## config.mk

```make
export PLATFORM = sky130hd
export DESIGN_NAME = spw_rx_fifo_flat
export DESIGN_NICKNAME = d
export VERILOG_FILES = /design/src/rtl/spw_pkg.sv /design/src/rtl/spw_rx_fifo_if.sv /design/src/rtl/spw_fifo_ram.sv /design/src/rtl/spw_rx_fifo.sv /design/src/flat_wrapper.sv
export SDC_FILE = /design/constraint.sdc
export NUM_CORES = 1
export LEC_CHECK = 0
export CAP_MARGIN = 0
export CELL_PAD_IN_SITES_DETAIL_PLACEMENT = 1
export CELL_PAD_IN_SITES_GLOBAL_PLACEMENT = 1
export CORE_MARGIN = 2
export CORE_UTILIZATION = 25
export DETAILED_ROUTE_END_ITERATION = 10
export PLACE_DENSITY_LB_ADDON = 0.1
export SYNTH_ARGS = -nofsm -noshare
export SYNTH_HDL_FRONTEND = slang
export SYNTH_SLANG_ARGS = --single-unit
```

## constraint.sdc

```tcl
create_clock -name clk -period 3.65 [get_ports clk]
set_input_delay 0.73 -clock clk [delete_from_list [all_inputs] [get_ports clk]]
set_output_delay 0.73 -clock clk [all_outputs]
set_load 0.02 [all_outputs]
```

## src/rtl/spw_pkg.sv

```systemverilog
// Shared SpaceWire receive-side types: 9-bit character, end markers and packet state.
package spw_pkg;

  typedef logic [8:0] spw_char_t;

  localparam spw_char_t EOP_CHAR = 9'h100;
  localparam spw_char_t EEP_CHAR = 9'h101;

  typedef enum logic [1:0] {
    IDLE    = 2'd0,
    RECV    = 2'd1,
    DISCARD = 2'd2
  } rx_pkt_state_t;

  function automatic logic isEndMarker(input spw_char_t c);
    return c[8];
  endfunction

endpackage

```

## src/rtl/spw_rx_fifo_if.sv

```systemverilog
// Codec-write / RMAP-read bus of the receive FIFO. pktState is a debug view of the
// packet state machine (held at IDLE when store-and-forward is not built in).
interface spw_rx_fifo_if
  import spw_pkg::*;
#(
    parameter int DEPTH_LOG2 = 5
);
    // Strobes are single-cycle requests: writeEnable is taken when full is low and
    // readEnable when empty is low, both judged on the values before the edge.
    logic                  writeEnable;
    spw_char_t             dataIn;
    logic                  full;
    logic                  readEnable;
    spw_char_t             dataOut;
    logic                  empty;
    logic [DEPTH_LOG2:0]   level;
    logic                  overflow;
    logic                  underflow;
    logic                  clearStatus;
    rx_pkt_state_t         pktState;

    modport slave (
        input  writeEnable, dataIn, readEnable, clearStatus,
        output full, dataOut, empty, level, overflow, underflow, pktState
    );

    modport master (
        output writeEnable, dataIn, readEnable, clearStatus,
        input  full, dataOut, empty, level, overflow, underflow, pktState
    );

endinterface

```

## src/rtl/spw_fifo_ram.sv

```systemverilog
// Storage for spw_rx_fifo: one write port and one registered read port.
module spw_fifo_ram
  import spw_pkg::*;
#(
    parameter int DEPTH_LOG2 = 5
) (
    input  logic                  clk,
    input  logic                  rst,
    input  logic                  i_we,
    input  logic [DEPTH_LOG2-1:0] i_waddr,
    input  spw_char_t             i_wdata,
    input  logic                  i_re,
    input  logic [DEPTH_LOG2-1:0] i_raddr,
    output spw_char_t             o_rdata
);

    spw_char_t r_mem [2**DEPTH_LOG2];
    spw_char_t r_rdata;

    always_ff @(posedge clk) begin
        if (i_we) begin
            r_mem[i_waddr] <= i_wdata;
        end
    end

    always_ff @(posedge clk) begin
        if (rst) begin
            r_rdata <= '0;
        end else if (i_re) begin
            r_rdata <= r_mem[i_raddr];
        end
    end

    assign o_rdata = r_rdata;

endmodule

```

## src/rtl/spw_rx_fifo.sv

```systemverilog
// SpaceWire receive FIFO between codec and RMAP target.
// Define SPW_RX_STORE_AND_FORWARD_EN to expose only complete EOP-terminated packets.
module spw_rx_fifo
  import spw_pkg::*;
#(
    parameter int DEPTH_LOG2 = 5
) (
    input  logic           clk,
    input  logic           rst,
    spw_rx_fifo_if.slave   bus
);

    localparam int PW = DEPTH_LOG2 + 1;
    localparam logic [PW-1:0] PTR_ONE = PW'(1);

    logic [PW-1:0] r_wr_ptr, r_rd_ptr, r_level;
    logic          r_full, r_empty, r_overflow, r_underflow;
    logic [PW-1:0] w_wr_ptr_nxt, w_rd_ptr_nxt, w_base_nxt, w_level_nxt;
    logic          w_full_nxt, w_full_out, w_rd_acc, w_mem_we, w_ovf_set, w_udf_set;

    assign w_rd_acc     = bus.readEnable && !r_empty;
    assign w_rd_ptr_nxt = r_rd_ptr + PW'(w_rd_acc);
    assign w_udf_set    = bus.readEnable && r_empty;

`ifdef SPW_RX_STORE_AND_FORWARD_EN
    rx_pkt_state_t r_state, w_state_nxt;
    logic [PW-1:0] r_commit_ptr, w_commit_nxt;
    logic          w_is_end, w_no_commit;

    assign w_is_end    = isEndMarker(bus.dataIn);
    assign w_no_commit = (r_commit_ptr == r_rd_ptr);
    assign w_full_out  = r_full && (r_state != DISCARD);

    always_comb begin
        w_state_nxt  = r_state;
        w_wr_ptr_nxt = r_wr_ptr;
        w_commit_nxt = r_commit_ptr;
        w_mem_we     = 1'b0;
        w_ovf_set    = bus.writeEnable && w_full_out;
        case (r_state)
            IDLE: begin
                // A lone end marker carries no data and is dropped here.
                if (bus.writeEnable && !r_full && !w_is_end) begin
                    w_mem_we     = 1'b1;
                    w_wr_ptr_nxt = r_wr_ptr + PTR_ONE;
                    w_state_nxt  = RECV;
                end
            end
            RECV: begin
                // The open packet fills the whole buffer: it can never be committed.
                if (r_full && w_no_commit) begin
                    w_wr_ptr_nxt = r_commit_ptr;
                    w_ovf_set    = 1'b1;
                    w_state_nxt  = (bus.writeEnable && w_is_end) ? IDLE : DISCARD;
                end else if (bus.writeEnable && !r_full) begin
                    if (w_is_end && bus.dataIn[0]) begin
                        w_wr_ptr_nxt = r_commit_ptr;
                        w_state_nxt  = IDLE;
                    end else begin
                        w_mem_we     = 1'b1;
                        w_wr_ptr_nxt = r_wr_ptr + PTR_ONE;
                        if (w_is_end) begin
                            w_commit_nxt = r_wr_ptr + PTR_ONE;
                            w_state_nxt  = IDLE;
                        end
                    end
                end
            end
            DISCARD: begin
                if (bus.writeEnable && w_is_end) begin
                    w_state_nxt = IDLE;
                end
            end
            default: w_state_nxt = IDLE;
        endcase
    end

    always_ff @(posedge clk) begin
        if (rst) begin
            r_state      <= IDLE;
            r_commit_ptr <= '0;
        end else begin
            r_state      <= w_state_nxt;
            r_commit_ptr <= w_commit_nxt;
        end
    end

    assign w_base_nxt   = w_commit_nxt;
    assign bus.pktState = r_state;
`else
    logic w_wr_acc;

    assign w_wr_acc     = bus.writeEnable && !r_full;
    assign w_mem_we     = w_wr_acc;
    assign w_wr_ptr_nxt = r_wr_ptr + PW'(w_wr_acc);
    assign w_base_nxt   = w_wr_ptr_nxt;
    assign w_full_out   = r_full;
    assign w_ovf_set    = bus.writeEnable && r_full;
    assign bus.pktState = IDLE;
`endif

    assign w_level_nxt = w_base_nxt - w_rd_ptr_nxt;
    assign w_full_nxt  = (w_wr_ptr_nxt[DEPTH_LOG2] != w_rd_ptr_nxt[DEPTH_LOG2]) &&
                         (w_wr_ptr_nxt[DEPTH_LOG2-1:0] == w_rd_ptr_nxt[DEPTH_LOG2-1:0]);

    always_ff @(posedge clk) begin
        if (rst) begin
            r_wr_ptr    <= '0;
            r_rd_ptr    <= '0;
            r_level     <= '0;
            r_full      <= 1'b0;
            r_empty     <= 1'b1;
            r_overflow  <= 1'b0;
            r_underflow <= 1'b0;
        end else begin
            r_wr_ptr <= w_wr_ptr_nxt;
            r_rd_ptr <= w_rd_ptr_nxt;
            r_level  <= w_level_nxt;
            r_full   <= w_full_nxt;
            r_empty  <= (w_level_nxt == '0);
            // A new error event wins over a simultaneous clear.
            if (w_ovf_set)            r_overflow <= 1'b1;
            else if (bus.clearStatus) r_overflow <= 1'b0;
            if (w_udf_set)            r_underflow <= 1'b1;
            else if (bus.clearStatus) r_underflow <= 1'b0;
        end
    end

    spw_fifo_ram #(
        .DEPTH_LOG2 (DEPTH_LOG2)
    ) u_ram (
        .clk     (clk),
        .rst     (rst),
        .i_we    (w_mem_we),
        .i_waddr (r_wr_ptr[DEPTH_LOG2-1:0]),
        .i_wdata (bus.dataIn),
        .i_re    (w_rd_acc),
        .i_raddr (r_rd_ptr[DEPTH_LOG2-1:0]),
        .o_rdata (bus.dataOut)
    );

    assign bus.full      = w_full_out;
    assign bus.empty     = r_empty;
    assign bus.level     = r_level;
    assign bus.overflow  = r_overflow;
    assign bus.underflow = r_underflow;

endmodule
```

## src/flat_wrapper.sv

```systemverilog
// flat-port wrapper written by rule: the top's interface ports become plain ports
module spw_rx_fifo_flat import spw_pkg::*;
#(
    parameter int DEPTH_LOG2 = 5
)
  (clk, rst, bus_writeEnable, bus_dataIn, bus_readEnable, bus_clearStatus, bus_full, bus_dataOut, bus_empty, bus_level, bus_overflow, bus_underflow, bus_pktState);
  spw_rx_fifo_if #(.DEPTH_LOG2(DEPTH_LOG2)) bus_i ();
  input  logic clk;
  input  logic rst;
  input wire logic [$bits(bus_i.writeEnable)-1:0] bus_writeEnable;
  input wire logic [$bits(bus_i.dataIn)-1:0] bus_dataIn;
  input wire logic [$bits(bus_i.readEnable)-1:0] bus_readEnable;
  input wire logic [$bits(bus_i.clearStatus)-1:0] bus_clearStatus;
  output wire logic [$bits(bus_i.full)-1:0] bus_full;
  output wire logic [$bits(bus_i.dataOut)-1:0] bus_dataOut;
  output wire logic [$bits(bus_i.empty)-1:0] bus_empty;
  output wire logic [$bits(bus_i.level)-1:0] bus_level;
  output wire logic [$bits(bus_i.overflow)-1:0] bus_overflow;
  output wire logic [$bits(bus_i.underflow)-1:0] bus_underflow;
  output wire logic [$bits(bus_i.pktState)-1:0] bus_pktState;
  assign bus_i.writeEnable = bus_writeEnable;
  assign bus_i.dataIn = bus_dataIn;
  assign bus_i.readEnable = bus_readEnable;
  assign bus_i.clearStatus = bus_clearStatus;
  assign bus_full = bus_i.full;
  assign bus_dataOut = bus_i.dataOut;
  assign bus_empty = bus_i.empty;
  assign bus_level = bus_i.level;
  assign bus_overflow = bus_i.overflow;
  assign bus_underflow = bus_i.underflow;
  assign bus_pktState = bus_i.pktState;
  spw_rx_fifo #(.DEPTH_LOG2(DEPTH_LOG2)) u_core (.clk(clk), .rst(rst), .bus(bus_i));
endmodule
```

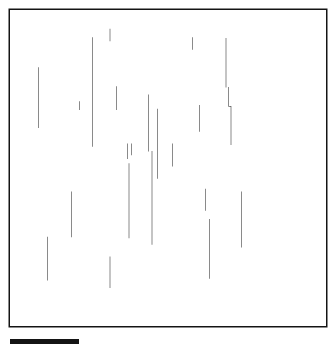
Run 1: metal 4
The bar under the picture is 50 um long.
wire length on this layer	693 um
share of all routed wire	1.9%
main direction	vertical
longest straight run	78.9 um
nets with wire on the layer	11
Via Count: 6,808
drt total wl: 36.3 mm

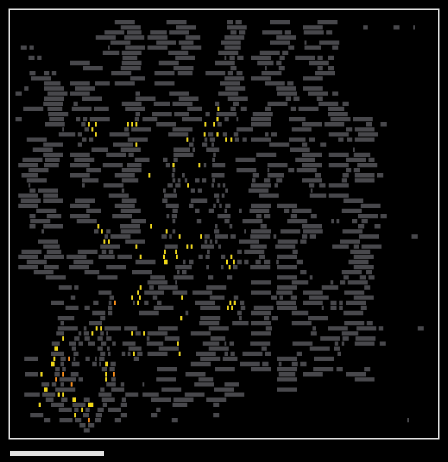
Run 1: logic cells by family
The bar under the picture is 50 um long.
family	colour	cells	most used
inv cells	orange	7	inv_1
nor cells	yellow	77	nor2_1
dominant logic cell type in the layout: edfxtp_1
Layout Cells excl Fill: 1,520
logic share of the area: 0.203

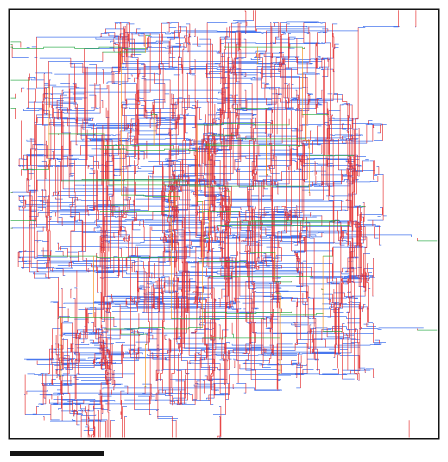
Run 1: metal layers overlaid
The bar under the picture is 50 um long.
layer	colour	wire length
metal 3	green	1,520 um
metal 4	orange	693 um
metal 1	blue	16,400 um
metal 2	red	17,700 um
overall track demand over capacity in global routing: 0.141
routed wirelength normalized by instance count: 23.9 um

==> results_slide.txt, run 1 <==
Run Summary

Clocking
  – Postcts setup bufs: 0
  – Sink count of the clock tree: 319
  – Total CTS buffers: 37
  – Clock Path Buffers: 3

Critical path
  – Crit Reg-Reg Startpoint: u_core.bus.empty$_SDFF_PP1_
  – Data required time of the worst path: 4.08 ns
  – Setup crit start kind: input port
  – CP arrival: 3.56 ns
  – Maximum fanout encountered on the critical timing path: 2

Route
  – Residual DRC: 0
  – Number of vias per cell: 4.48
  – First-pass DRT Iterations: 4

Logic synthesis
  – Flip-flop cell with the highest count after synthesis: edfxtp_1
  – Proportion of synthesized chip area in sequential cells: 0.738
  – Netlist area before placement: 0.0126 mm^2
  – Proportion of synthesized flip-flops having asynchronous set or reset: 0
  – Number of standard cells after synthesis: 725

Power and ir drop
  – Post-layout power: 9.21 mW

Layout
  – Share of layout cells above drive strength 1: 0.191
  – Sequential cell area in the final layout: 0.00927 mm^2
  – Final standard cell area without fillers: 0.0153 mm^2
  – Layout area overhead: 21.4%

Worst hold path
  – Hold Crit Endpoint: u_core.bus.underflow$_SDFFE_PP0P_
  – Min-Delay Path Class: flip-flop to flip-flop

Die
  – Core Footprint: 0.0499 mm^2
  – Top Ports: 35
  – Die span in x: 228 um
  – Floorplan row count: 82

Status
  – Status: complete, no violations

Run
  – Number of max-capacitance violations reported: 0

Placement
  – Final Wtd Congestion: 0.765
  – Number of placed cells counting well taps: 1,452
  – Placement Cell Area: 0.0140 mm^2

Final timing
  – Final Max Slew Viols: 0
  – Maximum achievable frequency: 0.320 GHz

Global route
  – Initial antenna violation count: 0
  – Pin count of the biggest net entering global routing: 109
-- run 1: synth_stat cells, types with 3 or more instances --
master / number
o21bai_1: 9
mux4_2: 36
ha_1: 6
a22oi_1: 3
o22ai_1: 10
buf_2: 16
xor2_1: 6
dfxtp_1: 31
buf_1: 3
mux2i_1: 72
clkbuf_1: 21
edfxtp_1: 288
and2_1: 4
nand3b_1: 5
nand2_1: 7
nand3_1: 7
o221ai_1: 45
nor2_1: 70
a21oi_1: 27
inv_1: 6
xnor2_1: 11
o21ai_0: 18
nor2b_1: 6
-- run 1: flip-flops by register name, summed over array words and instances (netlist names) --
name	count
u_core.bus.full	1
u_core.bus.level	6
u_core.r_wr_ptr	6
u_core.r_rd_ptr	6
u_core.u_ram.r_mem	288
u_core.bus.overflow	1
u_core.bus.empty	1
u_core.bus.underflow	1
u_core.u_ram.o_rdata	9
-- run 1: routing by layer --
| metal | share of wire | up-vias | GRT usage |
|---|---|---|---|
| li1 | - | 3084 | - |
| met1 | 0.45 | 3567 | 0.187 |
| met2 | 0.49 | 104 | 0.236 |
| met3 | 0.042 | 53 | 0.0270 |
| met4 | 0.019 | 0 | 0.0376 |
| met5 | 0 | - | 0 |
-- run 1: cell usage in the layout, fill, tap and decap left out, drive strengths merged, types with 2 or more instances in the layout --
cell,instances
mux4,36
clkbuf,47
clkinv,15
xor2,6
nor2b,6
ha,6
nand3,7
or3b,2
o21bai,9
o21ai,18
conb,2
nand2,7
mux2i,72
dfxtp,31
a21oi,27
o221ai,45
o22ai,10
nor2,70
xnor2,11
bufinv,4
nand3b,5
edfxtp,288
clkdlybuf4s50,32
inv,8
a22oi,3
and2,4
a2bb2oi,2
buf,64
maj3,2
-- run 1: worst max-delay path, stage by stage --
cell and delay, ns:
clkdlybuf4s50_1 0.47, nor2b_1 0.19, ha_1 0.25, inv_1 0.08, ha_1 0.16, inv_1 0.06, fa_1 0.44, maj3_2 0.33
maj3_2 0.32, xnor2_1 0.16, nor2_1 0.08, a2111oi_2 0.28
-- run 1: final cells by class --
class                           instances  area share
Tap cell                              672      0.0551
Clock buffer                           47      0.0659
Timing Repair Buffer                   96      0.0533
Antenna cell                            1    0.000164
Inverter                                7     0.00172
Clock inverter                         20      0.0131
Multi-Input combinational cell        358       0.203
Sequential cell                       319       0.608
-- run 1: kinds of logic after synthesis --
kind of cell | after synthesis | synth area share
buffers and inverters | 49 | 0.0168
other | 1 | 0.000298
muxes | 108 | 0.122
and+or+nand+nor | 106 | 0.0375
xor gates and xnor gates | 17 | 0.0119
DFF | 319 | 0.738
AOI/OAI and AO/OA | 116 | 0.0645
adders and majority gates | 9 | 0.00936
-- run 1: power by group --
group | switching (mW) | total (mW) | internal [mW]
combinational | 0.750 | 1.35 | 0.600
sequential | 0.0931 | 4.16 | 4.07
clock | 1.47 | 3.70 | 2.23
total | 2.31 | 9.21 | 6.90
==> inputs of run 2 (changes only) <==
GPL_TIMING_DRIVEN = 0   (was default)
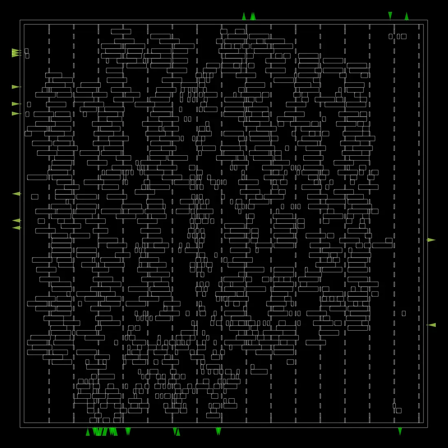
Run 2: cell placement
Seq area share: 0.623
floorplan row count: 82

==> results_slide.txt, run 2 <==
Run Summary

Status
  – Status: complete, no violations

Route
  – First-pass DRT Iterations: 5 (+1)
  – Number of vias per cell: 4.49 (+0.14%)
  – Residual DRC: 0 (unchanged)
  – Drt total wl: 36.1 mm (-0.40%)
  – Via Count: 6,719 (-1.3%)
  – Routed wirelength normalized by instance count: 24.1 um (+1.1%)

Layout
  – Max reg flops: 288 (unchanged)
  – Layout area overhead: 18.4%
  – Dominant logic cell type in the layout: edfxtp_1
  – Share of layout cells above drive strength 1: 0.154 (-0.0375)
  – Biggest register: u_core.u_ram.r_mem
  – Dominant logic cell types in the final layout: edfxtp_1, mux2i_1, nor2_1

Critical path
  – Crit. path cell count: 12 (unchanged)
  – Setup crit start kind: input port
  – Buffers plus inverters on the worst setup path: 3 (unchanged)
  – Data required time of the worst path: 4.07 ns (about the same)
  – Maximum fanout encountered on the critical timing path: 10 (+8)
  – CP arrival: 3.88 ns (+0.32 ns)
  – Cell chain of the critical path: clkdlybuf4s50_1 -> nor2b_2 -> buf_4 -> ha_1 -> ha_1 -> inv_1 -> fa_1 -> maj3_2 -> maj3_2 -> xnor2_1 -> nor2_1 -> a2111oi_2
  – Cell family with most CP delay: adder cells
  – Slowest cell on crit path: fa_1

Global route
  – Overall track demand over capacity in global routing: 0.143 (+0.00175)
  – Initial antenna violation count: 0 (unchanged)
  – Pin count of the biggest net entering global routing: 33 (-70%)

Logic synthesis
  – Adder and majority cell fraction of the synthesized area: 0.00936 (unchanged)
  – XOR/XNOR Area Share: 0.0119 (unchanged)
  – Most common library cells after synthesis: edfxtp_1, mux2i_1, nor2_1
  – Proportion of synthesized flip-flops having asynchronous set or reset: 0 (unchanged)
  – Proportion of synthesized chip area in sequential cells: 0.738 (unchanged)
  – Number of standard cells after synthesis: 725 (unchanged)
  – Top-count cell post-synth: edfxtp_1
  – Fraction of post-synthesis cell area in the top cell type by area: 0.688
  – Flip-flop cell with the highest count after synthesis: edfxtp_1
  – Netlist area before placement: 0.0126 mm^2 (unchanged)
  – Post-synthesis simple-gate area fraction: 0.0375 (unchanged)
  – Area fraction in mux cells: 0.122 (unchanged)
  – Top logic cell family in the synthesized netlist: multiplexers

Placement
  – Final Wtd Congestion: 0.864 (+13%)

Clocking
  – Total CTS buffers: 38 (+2.7%)
  – Later-pin clock latency in the skew report: 0.56 ns
  – Sink count of the clock tree: 319 (unchanged)
  – Clock Path Buffers: 3 (unchanged)

Die
  – Core Footprint: 0.0499 mm^2 (unchanged)

Power and ir drop
  – Post-layout power: 9.16 mW (-0.54%)

Run
  – Number of max-capacitance violations reported: 0 (unchanged)

Final timing
  – Final worst path period share: 0.947

Worst hold path
  – Min-Delay Path Class: flip-flop to flip-flop
## run 2: netlist changes by cell type in the layout (fill, tap and decap cells not counted), moves of 2 or more
cell             change
buf_1                +3
buf_2               +24
buf_4               -60
bufinv_16            -2
clkbuf_1            +19
clkbuf_8             +3
clkdlybuf4s50_1      -8
clkinv_1             -2
dfxtp_1              +2
## run 2: kinds of logic (layout without fill, tap and decap cells)
family          count (synthesis)  in the layout
compound gates                116            116
xor+xnor                       17             17
fa+ha+maj                       9              9
buf+inv                        49            149
flops                         319            319
mux                           108            108
other cells                     1              2
simple gates                  106            106
## run 2: report_power, final
part / switching [mW] / internal (mW) / total (mW) / leakage [nW]
registers: 0.0929 / 4.07 / 4.16 / 2.85
logic: 0.801 / 0.576 / 1.38 / 1.18
clock network: 1.50 / 2.13 / 3.63 / 0.585
total: 2.39 / 6.77 / 9.16 / 4.62
## run 2: per-stage QoR
step,cells,cell area [um^2],TNS (ns),util
after CTS,1498,14900,0,0.299
after detailed placement,1430,13700,-6.86,0.275
after global placement,1430,13700,-4.15,0.275
after floorplan,726,12600,0,-
final,1498,14900,0,0.298
after global routing,1498,14900,0,0.298
## run 2: final timing paths
| check | startpoint | endpoint | slack, ns |
|---|---|---|---|
| setup / recovery | bus_readEnable | u_core.bus.empty$_SDFF_PP1_ | 0.19 |
| hold / removal | u_core.bus.underflow$_SDFFE_PP0P_ | u_core.bus.underflow$_SDFFE_PP0P_ | 0.51 |
| setup reg to reg | u_core.bus.empty$_SDFF_PP1_ | u_core.bus.empty$_SDFF_PP1_ | 0.57 |
| hold reg to reg | u_core.bus.underflow$_SDFFE_PP0P_ | u_core.bus.underflow$_SDFFE_PP0P_ | 0.51 |
## run 2: worst reg2reg max path, stage by stage, from the launching register on
cell	delay, ns
dfxtp_1	0.37
nor2b_2	0.09
buf_4	0.19
ha_1	0.23
ha_1	0.29
inv_1	0.09
fa_1	0.48
maj3_2	0.33
maj3_2	0.32
xnor2_1	0.16
nor2_1	0.09
a2111oi_2	0.34
## run 2: layout make-up
| class | count | area [um^2] |
|---|---|---|
| inverters | 7 | 26.3 |
| repair buffers | 32 | 280 |
| fillers | 5212 | 35000 |
| clock inverters | 19 | 161 |
| flip-flops and latches | 319 | 9270 |
| multi-input cells | 358 | 3090 |
| well taps | 672 | 841 |
| clock buffers | 49 | 1020 |
| plain buffers | 42 | 190 |
## run 2: what timing repair did
action                     4_1_cts  5_1_grt
resized                          3        2
hold endpoints to repair         0        0
gates cloned                     0        0
setup buffers                    0        0
setup endpoints to repair        2        1
## run 2: per-layer routing
metal | wire length (um) | track usage | vias to the layer above
li1 | - | - | 3036
met1 | 17300 | 0.197 | 3534
met2 | 17200 | 0.234 | 104
met3 | 906 | 0.0190 | 45
met4 | 725 | 0.0439 | 0
met5 | 0 | 0 | -
Power figures rest on the tool's default switching activity, not on a simulated workload.
